==> config.mk <==
export PLATFORM = sky130hd
export DESIGN_NAME = alu_driver_flat
export DESIGN_NICKNAME = d
export VERILOG_FILES = /design/src/rtl/alu_driver_if.sv /design/src/rtl/alu_driver.sv /design/src/flat_wrapper.sv
export SDC_FILE = /design/constraint.sdc
export NUM_CORES = 1
export LEC_CHECK = 0
export ABC_CLOCK_PERIOD_IN_PS = 2100
export CAP_MARGIN = 20
export CORE_ASPECT_RATIO = 1.2
export CORE_MARGIN = 5
export CORE_UTILIZATION = 30
export CTS_CLUSTER_SIZE = 40
export DETAILED_ROUTE_END_ITERATION = 7
export GPL_TIMING_DRIVEN = 0
export PLACE_DENSITY = 0.55
export SETUP_SLACK_MARGIN = 0.2
export SKIP_CTS_REPAIR_TIMING = 1
export SLEW_MARGIN = 20
export SYNTH_ARGS = -nofsm -noshare
export SYNTH_HDL_FRONTEND = slang
export SYNTH_SLANG_ARGS = --single-unit
export TNS_END_PERCENT = 30
==> constraint.sdc <==
create_clock -name clk -period 2.1 [get_ports clk]
set_clock_uncertainty 0.05 [all_clocks]
set_input_delay 0.42 -clock clk [delete_from_list [all_inputs] [get_ports clk]]
set_output_delay 0.42 -clock clk [all_outputs]
set_load 0.05 [all_outputs]
==> src/rtl/alu_driver_if.sv <==
// rtl/alu_driver_if.sv - byte-stream command/response and ALU-side signal bundle for alu_driver
interface alu_driver_if #(
    parameter int N = 32
);
    logic [7:0]          rx_data;
    logic                rx_valid;
    logic                rx_ready;
    logic [7:0]          tx_data;
    logic                tx_valid;
    logic                tx_ready;
    logic [5:0]          alu_op_code;
    logic signed [N-1:0] alu_operand1;
    logic signed [N-1:0] alu_operand2;
    logic signed [N-1:0] alu_result;
    logic                alu_zero;
    logic                alu_overflow;

    modport master (
        input  rx_data, rx_valid,
        output rx_ready,
        output tx_data, tx_valid,
        input  tx_ready,
        output alu_op_code, alu_operand1, alu_operand2,
        input  alu_result, alu_zero, alu_overflow
    );

    modport slave (
        output rx_data, rx_valid,
        input  rx_ready,
        input  tx_data, tx_valid,
        output tx_ready,
        input  alu_op_code, alu_operand1, alu_operand2,
        output alu_result, alu_zero, alu_overflow
    );
endinterface

==> src/rtl/alu_driver.sv <==
// rtl/alu_driver.sv - assembles byte-stream ALU commands, runs one ALU operation, streams back result and flags
module alu_driver #(
    parameter int N = 32
) (
    input  logic         clk,
    input  logic         rst_n,
    input  logic         clear,
    alu_driver_if.master bus,
    output logic         busy
);
    localparam int         NB   = N / 8;
    localparam logic [1:0] LAST = 2'(NB - 1);

    typedef enum logic [2:0] {
        RX_OP1,
        RX_OP2,
        RX_OPC,
        EXEC,
        TX_RES,
        TX_FLG
    } state_t;

    state_t       state_q, state_d;
    logic [1:0]   cnt_q, cnt_d;
    logic [N-1:0] op1_q, op1_d;
    logic [N-1:0] op2_q, op2_d;
    logic [N-1:0] a1_q, a1_d;
    logic [N-1:0] a2_q, a2_d;
    logic [5:0]   opc_q, opc_d;
    logic [N-1:0] res_q, res_d;
    logic         zero_q, zero_d;
    logic         ovf_q, ovf_d;
    logic         ill_q, ill_d;
    logic         rx_ready_q, rx_ready_d;
    logic         rx_fire, tx_fire, last_byte, legal;

    function automatic logic [N-1:0] put_byte(input logic [N-1:0] v, input logic [1:0] idx,
                                              input logic [7:0] b);
        logic [N-1:0] r;
        r = v;
        for (int i = 0; i < NB; i++) begin
            if (idx == 2'(i)) r[i*8 +: 8] = b;
        end
        return r;
    endfunction

    function automatic logic [7:0] get_byte(input logic [N-1:0] v, input logic [1:0] idx);
        logic [7:0] r;
        r = '0;
        for (int i = 0; i < NB; i++) begin
            if (idx == 2'(i)) r = v[i*8 +: 8];
        end
        return r;
    endfunction

    assign rx_fire   = bus.rx_valid & rx_ready_q;
    assign tx_fire   = bus.tx_valid & bus.tx_ready;
    assign last_byte = (cnt_q == LAST);
    assign legal     = (opc_q >= 6'h01 && opc_q <= 6'h03) || (opc_q >= 6'h20 && opc_q <= 6'h26);

    always_comb begin
        state_d = state_q;
        cnt_d   = cnt_q;
        op1_d   = op1_q;
        op2_d   = op2_q;
        a1_d    = a1_q;
        a2_d    = a2_q;
        opc_d   = opc_q;
        res_d   = res_q;
        zero_d  = zero_q;
        ovf_d   = ovf_q;
        ill_d   = ill_q;

        // clear outranks any handshake happening on the same cycle
        if (clear) begin
            state_d = RX_OP1;
            cnt_d   = '0;
        end else begin
            unique case (state_q)
                RX_OP1: if (rx_fire) begin
                    op1_d = put_byte(op1_q, cnt_q, bus.rx_data);
                    if (last_byte) begin
                        cnt_d   = '0;
                        state_d = RX_OP2;
                    end else begin
                        cnt_d = cnt_q + 2'd1;
                    end
                end
                RX_OP2: if (rx_fire) begin
                    op2_d = put_byte(op2_q, cnt_q, bus.rx_data);
                    if (last_byte) begin
                        cnt_d   = '0;
                        state_d = RX_OPC;
                    end else begin
                        cnt_d = cnt_q + 2'd1;
                    end
                end
                RX_OPC: if (rx_fire) begin
                    a1_d    = op1_q;
                    a2_d    = op2_q;
                    opc_d   = bus.rx_data[5:0];
                    state_d = EXEC;
                end
                EXEC: begin
                    if (legal) begin
                        res_d  = bus.alu_result;
                        zero_d = bus.alu_zero;
                        ovf_d  = bus.alu_overflow;
                        ill_d  = 1'b0;
                    end else begin
                        res_d  = '0;
                        zero_d = 1'b0;
                        ovf_d  = 1'b0;
                        ill_d  = 1'b1;
                    end
                    cnt_d   = '0;
                    state_d = TX_RES;
                end
                TX_RES: if (tx_fire) begin
                    if (last_byte) begin
                        cnt_d   = '0;
                        state_d = TX_FLG;
                    end else begin
                        cnt_d = cnt_q + 2'd1;
                    end
                end
                TX_FLG: if (tx_fire) state_d = RX_OP1;
                default: begin
                    state_d = RX_OP1;
                    cnt_d   = '0;
                end
            endcase
        end

        rx_ready_d = (state_d == RX_OP1) || (state_d == RX_OP2) || (state_d == RX_OPC);
    end

    always_ff @(posedge clk or negedge rst_n) begin
        if (!rst_n) begin
            state_q    <= RX_OP1;
            cnt_q      <= '0;
            op1_q      <= '0;
            op2_q      <= '0;
            a1_q       <= '0;
            a2_q       <= '0;
            opc_q      <= '0;
            res_q      <= '0;
            zero_q     <= 1'b0;
            ovf_q      <= 1'b0;
            ill_q      <= 1'b0;
            rx_ready_q <= 1'b0;
        end else begin
            state_q    <= state_d;
            cnt_q      <= cnt_d;
            op1_q      <= op1_d;
            op2_q      <= op2_d;
            a1_q       <= a1_d;
            a2_q       <= a2_d;
            opc_q      <= opc_d;
            res_q      <= res_d;
            zero_q     <= zero_d;
            ovf_q      <= ovf_d;
            ill_q      <= ill_d;
            rx_ready_q <= rx_ready_d;
        end
    end

    // tx_data is a pure function of held state, so it cannot move while the sink stalls
    always_comb begin
        bus.tx_valid = 1'b0;
        bus.tx_data  = '0;
        if (state_q == TX_RES) begin
            bus.tx_valid = 1'b1;
            bus.tx_data  = get_byte(res_q, cnt_q);
        end else if (state_q == TX_FLG) begin
            bus.tx_valid = 1'b1;
            bus.tx_data  = {5'b0, ill_q, ovf_q, zero_q};
        end
    end

    assign bus.rx_ready     = rx_ready_q;
    assign bus.alu_op_code  = opc_q;
    assign bus.alu_operand1 = a1_q;
    assign bus.alu_operand2 = a2_q;
    assign busy             = !(state_q == RX_OP1 && cnt_q == 2'd0);
endmodule

==> src/flat_wrapper.sv <==
// flat-port wrapper written by rule: the top's interface ports become plain ports
module alu_driver_flat 
#(
    parameter int N = 32
)
  (clk, rst_n, clear, busy, bus_rx_data, bus_rx_valid, bus_rx_ready, bus_tx_data, bus_tx_valid, bus_tx_ready, bus_alu_op_code, bus_alu_operand1, bus_alu_operand2, bus_alu_result, bus_alu_zero, bus_alu_overflow);
  alu_driver_if #(.N(N)) bus_i ();
  input  logic clk;
  input  logic rst_n;
  input  logic clear;
  output logic busy;
  input wire logic [$bits(bus_i.rx_data)-1:0] bus_rx_data;
  input wire logic [$bits(bus_i.rx_valid)-1:0] bus_rx_valid;
  output wire logic [$bits(bus_i.rx_ready)-1:0] bus_rx_ready;
  output wire logic [$bits(bus_i.tx_data)-1:0] bus_tx_data;
  output wire logic [$bits(bus_i.tx_valid)-1:0] bus_tx_valid;
  input wire logic [$bits(bus_i.tx_ready)-1:0] bus_tx_ready;
  output wire logic [$bits(bus_i.alu_op_code)-1:0] bus_alu_op_code;
  output wire logic [$bits(bus_i.alu_operand1)-1:0] bus_alu_operand1;
  output wire logic [$bits(bus_i.alu_operand2)-1:0] bus_alu_operand2;
  input wire logic [$bits(bus_i.alu_result)-1:0] bus_alu_result;
  input wire logic [$bits(bus_i.alu_zero)-1:0] bus_alu_zero;
  input wire logic [$bits(bus_i.alu_overflow)-1:0] bus_alu_overflow;
  assign bus_i.rx_data = bus_rx_data;
  assign bus_i.rx_valid = bus_rx_valid;
  assign bus_rx_ready = bus_i.rx_ready;
  assign bus_tx_data = bus_i.tx_data;
  assign bus_tx_valid = bus_i.tx_valid;
  assign bus_i.tx_ready = bus_tx_ready;
  assign bus_alu_op_code = bus_i.alu_op_code;
  assign bus_alu_operand1 = bus_i.alu_operand1;
  assign bus_alu_operand2 = bus_i.alu_operand2;
  assign bus_i.alu_result = bus_alu_result;
  assign bus_i.alu_zero = bus_alu_zero;
  assign bus_i.alu_overflow = bus_alu_overflow;
  alu_driver #(.N(N)) u_core (.clk(clk), .rst_n(rst_n), .clear(clear), .bus(bus_i), .busy(busy));
endmodule
Figure 1. M3 wires (run 1).
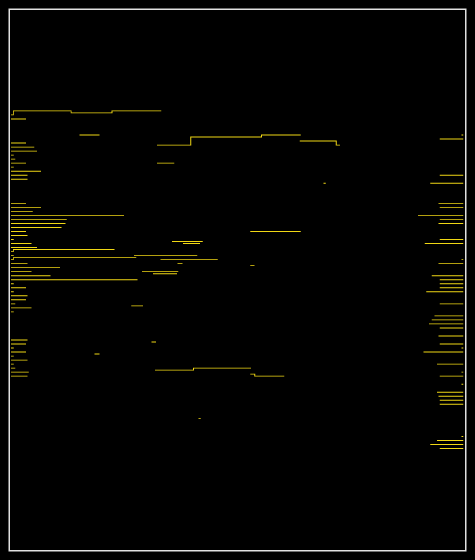
The layer carries 990 um of wire. The longest straight run is 42.5 um.

Figure 2. Logic cells by family (run 1).
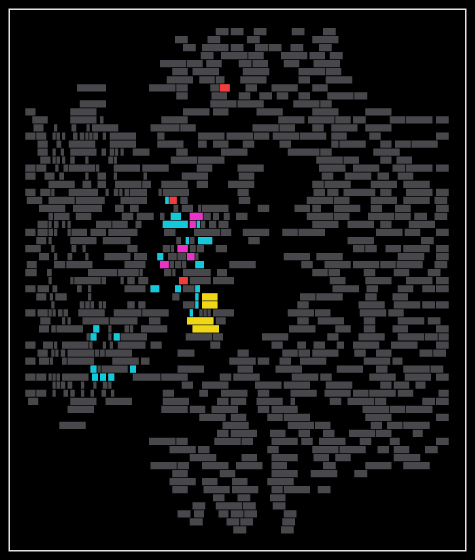
AND and OR gates: marked magenta, cells 5, where centre. AND-OR and OR-AND gates: marked red, cells 3. NOR gates: marked cyan, cells 22, most used nor2b_1. adder and majority cells: marked yellow, cells 4, where centre.

Figure 3. Signal wires on met2 (run 1).
Scale bar: 50 um.
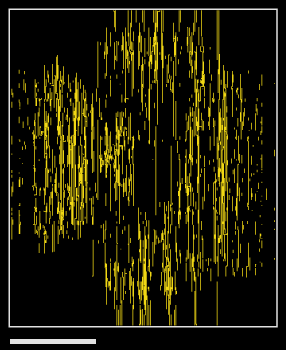
The longest straight run is 70.9 um. The layer holds 48% of the routed length. 644 nets have wire on it.

-- run 1: path summary, 6_finish.rpt --
| path | from | end | cells after the start | slack (ns) |
|---|---|---|---|---|
| min | clear | u_core.state_q[2]$_DFF_PN0_ | 2 | 0.15 |
| max reg2reg | u_core.state_q[1]$_DFF_PN0_ | u_core.cnt_q[1]$_DFFE_PN0P_ | 3 | 0.28 |
| max in group asynchronous | rst_n | u_core.cnt_q[0]$_DFFE_PN0P_ | 3 | 0.86 |
| max | u_core.cnt_q[0]$_DFFE_PN0P_ | bus_tx_data[1] | 6 | -0.33 |
| min in group asynchronous | rst_n | u_core.res_q[12]$_DFFE_PN0P_ | 2 | 0.45 |
| min reg2reg | u_core.res_q[2]$_DFFE_PN0P_ | u_core.res_q[2]$_DFFE_PN0P_ | 2 | 0.43 |
-- run 1: flip-flops by register name, summed over array words and instances (netlist names) --
register,flops
u_core.bus.alu_op_code,6
u_core.bus.alu_operand1,32
u_core.bus.alu_operand2,32
u_core.bus.rx_ready,1
u_core.cnt_q,2
u_core.ill_q,1
u_core.op1_q,32
u_core.op2_q,32
u_core.ovf_q,1
u_core.res_q,32
u_core.state_q,3
u_core.zero_q,1
-- run 1: through the flow --
| step | TNS, ns | total power [uW] |
|---|---|---|
| 2_1_floorplan | 0 | 4120 |
| 3_3_place_gp | -1153.38 | 4400 |
| 3_5_place_dp | -21.71 | 4440 |
| 4_1_cts | -13.18 | 7680 |
| 5_1_grt | -3.85 | 8000 |
| 6_report | -2.93 | 7630 |
-- run 1: critical path, delay by kind of cell (launching register included) --
family	cells	cell delay, ns
compound gates	2	0.23
fa+ha+maj	1	0.21
buf+inv	2	0.38
flops	1	0.45
simple gates	1	0.26
==> notes.md, run 1 <==
The full implementation flow was run.

The run finished, with violations left. The checks that failed: setup timing. The final layout report lists a non-clock buffer count of 159. Counting instances in the post-synthesis netlist gives the leading cell types as sky130_fd_sc_hd__dfrtp_1, sky130_fd_sc_hd__nand2_1, sky130_fd_sc_hd__mux2_4.

The maximum achievable frequency stands at 411 MHz. Ranked by total area, the top cell class in this layout is sequential cells. For this run, the script counts the antenna cells in the layout as 0. The initial core utilization stands at 30.3%. The tally of non-filler cells in the final layout stands at 1024. The die height stands at 183 um. The first detailed-routing pass ran for 4 iterations. The number of clock sinks stands at 175.

The combinational-cell power consumption stands at 701 uW. STA classifies the critical path startpoint as a register. The wire length of the first global-routing pass stands at 28700 um. Pin placement for this block handled 128 I/O pins.

Clock latency on the worst-skew pair, taken at its later pin, is 0.42 ns. Of the total power, the share spent switching nets is 24.4%. OpenSTA, run right after detailed placement, puts the worst setup slack at -0.872 ns. The signal on the critical path passes through ha_4, nor4b_4, buf_6, o21ai_4, o22ai_4, buf_6. The well tap count stands at 325. TritonCTS built the clock tree. The final HPWL from detailed placement stands at 13000 um. The tightest hold path in the finished design has a slack of 0.154 ns. The proportion of synthesized flip-flops having asynchronous set or reset stands at 100%. The portion of total power attributed to combinational logic stands at 9.2%. Global routing consumed, over all layers together, 13.0% of the routing resources. The number of global-route vias before repair was 4953. Per report_power, the top consumer among the power groups is sequential cells. The via count normalized by instance count stands at 4.55. Clock tree synthesis selected as its root buffer the cell sky130_fd_sc_hd__clkbuf_16.

The net switching power in the latest report is 1870 uW. Per the cell usage report, the commonest logic cells after layout are sky130_fd_sc_hd__dfrtp_1, sky130_fd_sc_hd__nand2_1, sky130_fd_sc_hd__dlymetal6s2s_1. met2 track demand over resource after global routing is 21.2%. The net total in the final layout stands at 737. The xor/xnor cell area share of the yosys netlist stands at 0%. The ratio of final minimum period to clock period stands at 116%. In the final layout, non-clock buffers account for 17.2% of the cell area.

For reference, the clock transition at the flip-flops on the worst setup and hold paths is 0.07 ns. STA classifies the critical path endpoint as an output pin. The placed instance count stands at 989. The synthesized design spends more area on one cell type than any other, namely sky130_fd_sc_hd__dfrtp_1. The final layout report lists a clock buffer count of 17. The logic share of the area stands at 30.9%. The total congestion overflow after global routing stands at 0. By area the synthesized netlist is led by sky130_fd_sc_hd__dfrtp_1, sky130_fd_sc_hd__mux2_4, sky130_fd_sc_hd__mux2_2. By instance count, the leading cell after synthesis is sky130_fd_sc_hd__dfrtp_1. For reference, compound AND-OR and OR-AND cells occupy 5.99% of the area reported after synthesis. For this run, the final setup violation count is recorded as 10. The power per cell area stands at 731 mW/mm^2. The power report lists cell-internal power as 5770 uW.

The simple-gate share of the synthesized area stands at 7.77%. For reference, the mux area share after synthesis is 24.2%. The total of warnings raised by yosys stands at 0. Per the run report, area growth between synthesis and finish was 40.0%. The worst IR drop on VDD stands at 0.504 mV. Leaving out fill and tap cells, the most frequent cell in the layout is sky130_fd_sc_hd__dfrtp_1. The peak per-stage delay on the critical path stands at 0.45 ns. The tally of unique sky130hd cells used after synthesis stands at 39. In the final routing, the length of wire on met1 measures 8240 um. The sequential portion of the cell area stands at 41.9%. After detailed routing, the total wire length is 17900 um. The clock network contribution to total cell area stands at 5.79%. The met3 track utilization from global routing stands at 3.70%. The number of sequential cells in the layout stands at 175. The largest fanout of any net on the critical path stands at 8. The final critical-path setup slack stands at -0.333 ns. The count of instantiated cells in the yosys netlist stands at 536.

Data on the critical path is required at its endpoint by 1.63 ns. At floorplan, the net count of the design was reported as 587. The leakage component of the power stands at 0.00599 uW. The summed area of non-filler cells in the final layout stands at 0.0104 mm^2. The number of failing hold endpoints at the final stage stands at 0.

TritonCTS created 17 clock buffers. The number of warnings in the stage logs stands at 31. After Yosys synthesis, full adders, half adders and majority gates account for 0.671% of the synthesized area.
Figure 4. Routing congestion map (run 1).
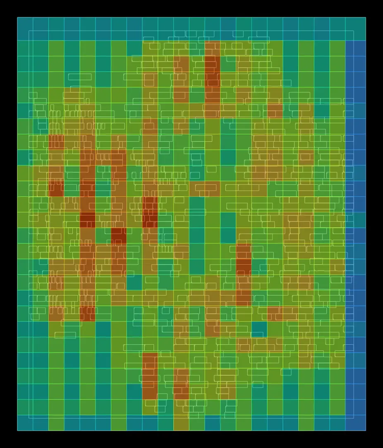

==> run 2: changes to the inputs <==
Settings changed: SETUP_SLACK_MARGIN 0.2 to 0.1.
Figure 5. Routing congestion map (run 2).
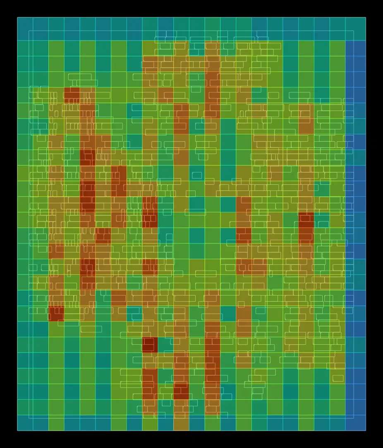
average wire per cell in the routed design: 17.8 um
met3 global-route usage: 3.72%

Figure 6. M3 wires (run 2).
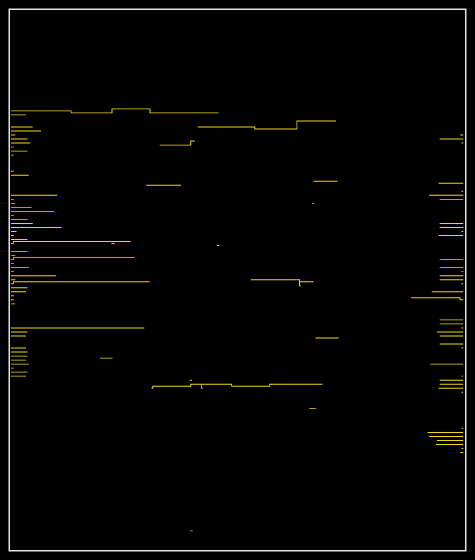
DRT Wirelength: 18400 um
overall via count from detail_route: 4712

Figure 7. Logic cells by family (run 2).
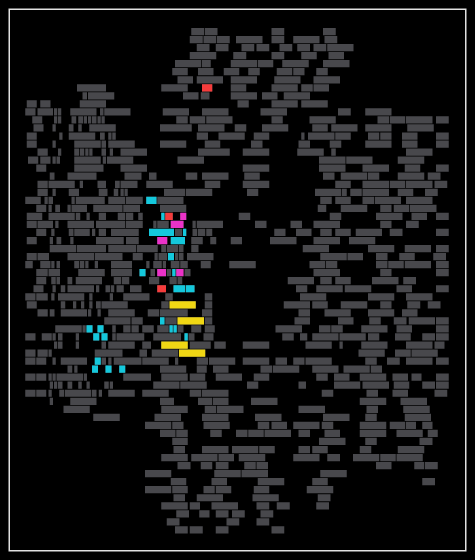
multi-input gate share of the layout cell area: 31.2%
Final Instance Count excl. Fillers: 1035
commonest non-fill, non-tap cell in the layout: sky130_fd_sc_hd__dfrtp_1

==> run 2 against run 1 <==
Against the previous run: the flow still finishes with violations (setup timing); via count grew 1.2%; final cell count grew 1.1%; core utilization increased by 0.67 points; combinational power is about 10% higher; critical path depth increased by 1; design area is 1.6% higher; power increased by 0.34%; sequential share of layout area down 0.64 points; critical path type unchanged; critical endpoint is now bus_tx_data[0]; largest cell class unchanged; largest power group unchanged.
==> notes.md, run 2 <==
The full implementation flow was run.

The multiplexer share of the synthesized area stands at 24.2% (unchanged). STA classifies the critical path startpoint as a register. The number of antenna repair diodes stands at 0 (unchanged). The leakage component of the power was 0.00604 uW (+0.96%). The xor/xnor cell area share of the yosys netlist came to 0% (unchanged). The checks that failed: setup timing. The largest fanout of any net on the critical path is 8 (unchanged).

The quantity of I/O buffers inserted on ports stands at 126. The reported net switching power is 1810 uW (-2.9%). The synthesized design spends more area on one cell type than any other, namely sky130_fd_sc_hd__dfrtp_1. The number of detailed-routing iterations run before antenna repair was 4 (unchanged). The proportion of synthesized flip-flops having asynchronous set or reset stands at 100% (unchanged). The number of failing hold endpoints at the final stage stands at 0 (unchanged). For reference, the top cells by area after synthesis are sky130_fd_sc_hd__dfrtp_1, sky130_fd_sc_hd__mux2_4, sky130_fd_sc_hd__mux2_2. The power per cell area is 722 mW/mm^2 (-1.2%). The final-report setup violation count stands at 10 (unchanged). The worst setup path is captured at an output pin. The via count normalized by instance count came to 4.55 (about the same). The portion of total power attributed to combinational logic stands at 10.1% (+0.9 points). The flow ran to the end, but the final reports show violations.

The summed area of non-filler cells in the final layout stands at 0.0106 mm^2 (+1.6%). Clock tree synthesis selected as its root buffer the cell sky130_fd_sc_hd__clkbuf_16. The number of global-route vias before repair was 5124 (+3.5%). The number of antenna violations at the first check in global routing came to 0. The insertion delay to the later sink of the worst-skew pair stands at 0.42 ns (about the same).

The worst-case headroom to the max-slew limit stands at 57.5%. The critical path's slowest stage uses the library cell sky130_fd_sc_hd__dfrtp_2. The share of total power consumed by net switching is 23.6% (-0.80 points). The number of clock sinks stands at 175 (unchanged). The final critical-path setup slack stands at -0.421 ns (-0.0885 ns). The wire length of the first global-routing pass was 28700 um (about the same). The total congestion overflow after global routing stands at 0 (unchanged). The tally of unique sky130hd cells used after synthesis came to 39 (unchanged). The count of boundary I/O pins is 128 (unchanged).

The final HPWL from detailed placement is 13000 um (+0.48%). The most numerous cell type found on the critical path is sky130_fd_sc_hd__buf_6. The worst slack on hold paths stands at 0.149 ns (-0.00441 ns).

The total of warnings raised by yosys stands at 0 (unchanged). Traced cell by cell, the critical path runs through inv_4, ha_4, buf_6, clkinvlp_4, o21ai_4, o22ai_4, buf_6. The endpoint required time on the critical path came to 1.63 ns (about the same). The ratio of final minimum period to clock period was 120% (+4.2 points).

The net total in the final layout stands at 748 (+1.5%). The count of instantiated cells in the yosys netlist stands at 536 (unchanged). The worst IR drop on VDD is 0.484 mV (-4.0%).

The total CTS buffers is 17 (unchanged). The arithmetic-cell share of the synthesized area counting full adders, half adders and majority gates is 0.671% (unchanged). TritonCTS built the clock tree. The synthesis stats list as the most numerous cell sky130_fd_sc_hd__dfrtp_1. The die height stands at 183 um (unchanged). The initial core utilization stands at 30.3% (unchanged).

The overall power stands at 7660 uW (+0.34%). The maximum achievable frequency came to 397 MHz (-3.5%). The cell-internal power was 5850 uW (+1.4%).

The net count after synthesis stands at 587 (unchanged). The synthesis run shows the most used standard cells to be sky130_fd_sc_hd__dfrtp_1, sky130_fd_sc_hd__nand2_1, sky130_fd_sc_hd__mux2_4. The and-or/or-and share of the synthesized area stands at 5.99% (unchanged). Per the cell usage report, the commonest logic cells after layout are sky130_fd_sc_hd__dfrtp_1, sky130_fd_sc_hd__nand2_1, sky130_fd_sc_hd__dlymetal6s2s_1. The peak per-stage delay on the critical path was 0.47 ns (+0.02 ns). The simple-gate share of the synthesized area stands at 7.77% (unchanged). The number of warnings in the stage logs is 30 (-3.2%). The total routing resource utilization after global routing stands at 13.1% (+0.099 points). The clock-pin slew reported for the worst setup and hold paths after clock tree synthesis stands at 0.07 ns (about the same). The sum of negative setup slack stands at -3.41 ns (-0.481 ns).

The placed instance count is 989 (unchanged). Per the run report, area growth between synthesis and finish was 42.2%. The setup slack at placement stands at -0.949 ns (-0.0772 ns).
==> run 2: cell counts after synthesis <==
Identical to the previous run, type by type.
==> run 2: per-layer routing <==
metal / vias to the layer above / wire (um) / global-route usage, %
met2: 112 / 9090 / 21.8
li1: 2217 / - / -
met5: - / 0 / 0
met1: 2372 / 8270 / 16.8
met3: 11 / 877 / 3.72
met4: 0 / 204 / 3.85
==> run 2: cell type report <==
cell class | instances | area, um^2
tap | 325 | 407
fill | 2259 | 14000
inverter | 5 | 27.5
sequential | 175 | 4380
buffer | 28 | 220
multi-input combinational | 328 | 3310
clock inverter | 11 | 129
timing repair buffer | 142 | 1670
clock buffer | 21 | 460
==> run 2: power by group through the flow <==
stage          logic, uW  registers (uW)  clock network (uW)
5_1_grt              843            3770                3380
4_1_cts              647            3730                3250
3_3_place_gp         609            3790                   0
6_report             774            3740                3150
3_5_place_dp         643            3790                   0
2_1_floorplan        340            3780                   0
==> run 2: critical path: cells and delay by family, from the launching register on <==
kind | cells | cell delay (ns)
AOI/OAI and AO/OA | 2 | 0.35
buffers and inverters | 4 | 0.66
adders and majority gates | 1 | 0.13
DFF | 1 | 0.47
==> run 2: path summary, 6_finish.rpt <==
path,from,end,slack (ns),cells after the start
max,u_core.cnt_q[0]$_DFFE_PN0P_,bus_tx_data[0],-0.42,7
max in group asynchronous,rst_n,u_core.cnt_q[0]$_DFFE_PN0P_,0.93,3
min reg2reg,u_core.res_q[4]$_DFFE_PN0P_,u_core.res_q[4]$_DFFE_PN0P_,0.43,2
max reg2reg,u_core.cnt_q[0]$_DFFE_PN0P_,u_core.op1_q[2]$_DFFE_PN0P_,0.23,7
min,clear,u_core.state_q[2]$_DFF_PN0_,0.15,2
min in group asynchronous,rst_n,u_core.res_q[12]$_DFFE_PN0P_,0.41,2
Figure 8. I/O nets highlighted (run 2).
Scale bar: 50 um.
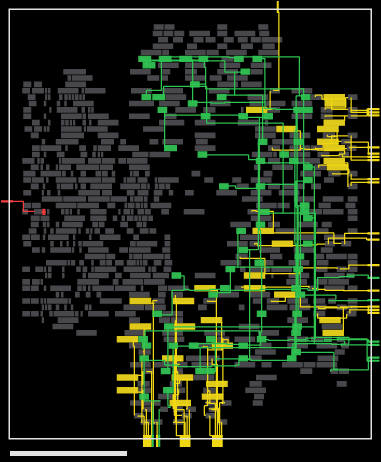

==> run 3: changes to the inputs <==
Settings changed: CELL_PAD_IN_SITES_DETAIL_PLACEMENT set to 1, CELL_PAD_IN_SITES_GLOBAL_PLACEMENT set to 1, PLACE_DENSITY 0.55 to 0.64.
Figure 9. I/O nets highlighted (run 3).
Scale bar: 50 um.
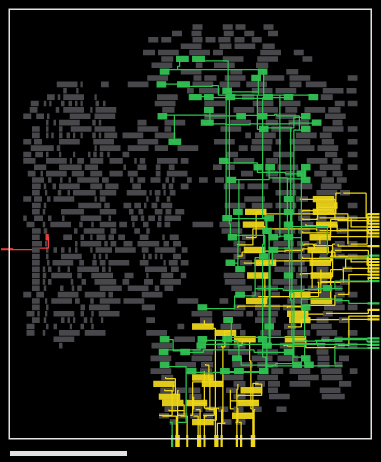
bus_alu_overflow: marked red, bits 1, direction input, end cells 1, wire 17.6 um. bus_rx_data: marked green, bits 8, direction input, end cells 70, wire 1970 um. bus_alu_operand1: marked yellow, bits 32, direction output, end cells 32, wire 1460 um.

Figure 10. Logic cells by family (run 3).
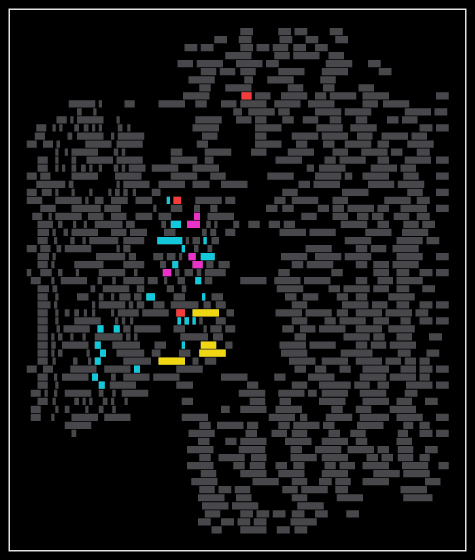
multi-input gate share of the layout cell area: 30.9%
Final Instance Count excl. Fillers: 1033

==> run 3 against run 2 <==
Against the previous run: the run still ends with setup timing left; worst hold slack better by 0.0040 ns; combinational power is 6.5% lower; via count is 2.3% higher; design area is 0.58% lower; sequential power hardly changed; critical path depth stayed put; sequential cell count stayed put.
==> notes.md, run 3 <==
The full implementation flow was run.

Per the cell usage report, the commonest logic cells after layout are sky130_fd_sc_hd__dfrtp_1, sky130_fd_sc_hd__nand2_1, sky130_fd_sc_hd__dlymetal6s2s_1. The final HPWL from detailed placement is 13900 um (+6.3%). The largest net degree at the start of global routing stands at 75. The met3 track utilization from global routing is 4.13% (+0.40 points). The checks that failed: setup timing. The overall power stands at 7740 uW (+1.0%).

The violation tally recorded at the end of detailed-routing iteration 0 is 131. The final critical-path setup slack was -0.343 ns (+0.0783 ns). The total of warnings raised by yosys stands at 0 (unchanged). The multiplexer share of the synthesized area stands at 24.2% (unchanged).

The reported net switching power stands at 1940 uW (+7.0%). The arithmetic-cell share of the synthesized area counting full adders, half adders and majority gates stands at 0.671% (unchanged). The via count normalized by instance count was 4.67 (+2.5%).

The horizontal die dimension stands at 154 um. The growth of design area from synthesis to finish stands at 41.4%. The number of warnings in the stage logs stands at 30 (unchanged).

The worst setup path is captured at an output pin. In this design, the critical path's most frequently occurring cell is sky130_fd_sc_hd__buf_6. The count of instantiated cells in the yosys netlist is 536 (unchanged). The endpoint required time on the critical path stands at 1.63 ns (about the same).

The tally of unique sky130hd cells used after synthesis stands at 39 (unchanged). The total congestion overflow after global routing is 0 (unchanged). Per STA, the startpoint of the critical path is u_core.cnt_q[1]$_DFFE_PN0P_.

The leakage component of the power stands at 0.00605 uW (about the same). The placed instance count stands at 989 (unchanged). The xor/xnor cell area share of the yosys netlist was 0% (unchanged).

The total CTS buffers came to 17 (unchanged). The total die area stands at 0.0281 mm^2. The largest fanout of any net on the critical path stands at 5 (-3).

The final-report setup violation count is 10 (unchanged). After global routing, the most crowded layer is met2. The share of total power consumed by net switching is 25.0% (+1.4 points). The total routing resource utilization after global routing was 13.7% (+0.59 points).

The worst IR drop on VDD came to 0.441 mV (-8.9%). The depth of the worst register-to-register path stands at 4 (-3). The simple-gate share of the synthesized area came to 7.77% (unchanged).

The number of clock sinks stands at 175 (unchanged). The net count after synthesis stands at 587 (unchanged). For this design, the slowest cell found on the critical path is sky130_fd_sc_hd__dfrtp_2. The number of antenna violations at the first check in global routing stands at 1 (+1). The run finished, with violations left. The insertion delay to the later sink of the worst-skew pair was 0.43 ns (about the same). The proportion of synthesized flip-flops having asynchronous set or reset stands at 100% (unchanged). The number of antenna repair diodes is 0 (unchanged).

The post-placement cell area is 0.00933 mm^2. By area the synthesized netlist is led by sky130_fd_sc_hd__dfrtp_1, sky130_fd_sc_hd__mux2_4, sky130_fd_sc_hd__mux2_2. Looking at the clock tree report, the root buffer type is sky130_fd_sc_hd__clkbuf_16. Summed over all instances, the cell type with the most area after synthesis is sky130_fd_sc_hd__dfrtp_1. The number of global-route vias before repair was 5511 (+7.6%). The worst-case headroom to the max-slew limit was 58.7% (+1.2 points). The net total in the final layout stands at 746 (-0.27%). The peak per-stage delay on the critical path is 0.44 ns (-0.03 ns). The number of failing hold endpoints at the final stage was 0 (unchanged). The count of boundary I/O pins stands at 128 (unchanged). The wire length of the first global-routing pass stands at 30400 um (+5.8%). The sum of negative setup slack stands at -3.22 ns (+0.185 ns). The clock-pin slew reported for the worst setup and hold paths after clock tree synthesis was 0.07 ns (about the same). The quantity of I/O buffers inserted on ports stands at 126 (unchanged). The die height stands at 183 um (unchanged). The startpoint identified for the worst register-to-register timing path is u_core.state_q[1]$_DFF_PN0_. Leaving out fill and tap cells, the most frequent cell in the layout is sky130_fd_sc_hd__dfrtp_1. The ratio of final minimum period to clock period stands at 116% (-3.7 points).

STA classifies the critical path startpoint as a register. The met1 capacity usage during global routing is 17.0% (+0.15 points). After synthesis, the mean cell area works out to 13.9 um^2. Per STA, the endpoint of the critical path is bus_tx_data[6].

The total of fill cells in the finished design stands at 2537 (+12%). In this run the critical path is formed by buf_6, ha_4, buf_6, buf_4, a221oi_2, o2bb2ai_4, buf_6. The average wire length per cell after detail routing was 18.7 um (+4.9%). The slack of the worst reg-to-reg path was 0.14 ns (-0.09 ns).

The actual transition at the worst max-transition pin stands at 0.612 ns. The number of remaining DRC errors stands at 0. For reference, the top cells by count after synthesis are sky130_fd_sc_hd__dfrtp_1, sky130_fd_sc_hd__nand2_1, sky130_fd_sc_hd__mux2_4.

The cell-internal power is 5800 uW (-0.81%). The power per cell area stands at 734 mW/mm^2 (+1.6%). The endpoint identified for the worst register-to-register timing path is u_core.op2_q[0]$_DFFE_PN0P_. The number of detailed-routing iterations run before antenna repair is 4 (unchanged). The portion of total power attributed to combinational logic was 9.4% (-0.7 points). The summed area of non-filler cells in the final layout was 0.0105 mm^2 (-0.58%). Looking at the cell usage after synthesis, the top flip-flop cell is sky130_fd_sc_hd__dfrtp_1. The gate count of the mapped netlist stands at 536. The maximum achievable frequency stands at 409 MHz (+3.2%). The worst slack on hold paths came to 0.153 ns (+0.00397 ns).

The setup slack at placement is -0.997 ns (-0.0478 ns). In the post-synthesis netlist, the cell with the most instances is sky130_fd_sc_hd__dfrtp_1. The and-or/or-and share of the synthesized area stands at 5.99% (unchanged). TritonCTS built the clock tree. The initial core utilization is 30.3% (unchanged).
Figure 11. Signal wires on met2 (run 3).
Scale bar: 50 um.
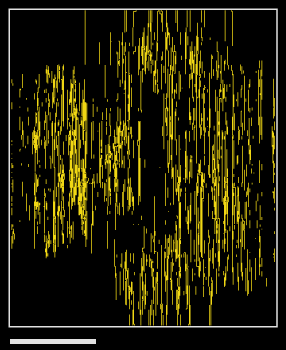
overall via count from detail_route: 4819
routing usage on met2: 23.4%
DRT Wirelength: 19300 um

[run 3: cell counts after synthesis]
Identical to the previous run, type by type.
[run 3: layout make-up]
type,instances,area [um^2],area share (%)
inverter,5,25.0,0.237
tap,325,407,3.86
timing repair buffer,140,1650,15.6
clock buffer,17,425,4.03
multi-input combinational,328,3260,30.9
clock inverter,15,193,1.83
sequential,175,4380,41.5
buffer,28,211,2.00
[run 3: critical path, delay by kind of cell (launching register included)]
family,cells,cell delay [ns]
DFF,1,0.44
adders and majority gates,1,0.15
buffers and inverters,4,0.58
AOI/OAI and AO/OA,2,0.38
[run 3: how the worst min path moves through the flow]
stage                                startpoint                                     end  slack, ns  cells past startpoint
finish                                    clear             u_core.state_q[0]$_DFF_PN0_       0.15                      2
global route                              clear             u_core.state_q[2]$_DFF_PN0_       0.15                      2
CTS                                       rst_n  u_core.bus.alu_operand2[3]$_DFFE_PN0P_      -0.20                      1
detailed placement                        rst_n  u_core.bus.alu_operand2[3]$_DFFE_PN0P_       0.27                      1
global placement    u_core.res_q[5]$_DFFE_PN0P_             u_core.res_q[5]$_DFFE_PN0P_       0.41                      2
floorplan                                 rst_n   u_core.bus.alu_op_code[0]$_DFFE_PN0P_       0.07                      0
[run 3: power groups by stage]
stage          clock network, uW  logic [uW]  registers (uW)
5_1_grt                     3510         796            3780
2_1_floorplan                  0         340            3780
6_report                    3270         724            3750
3_3_place_gp                   0         608            3790
3_5_place_dp                   0         645            3810
4_1_cts                     3360         650            3740
[run 3: metal layers]
| layer | part of all wire (%) | vias to the layer above |
|---|---|---|
| met1 | 44 | 2447 |
| met2 | 50 | 131 |
| met4 | 1.3 | 2 |
| met5 | 0.067 | - |
| li1 | - | 2220 |
| met3 | 4.6 | 19 |
Power is estimated from default activity; no workload was simulated.
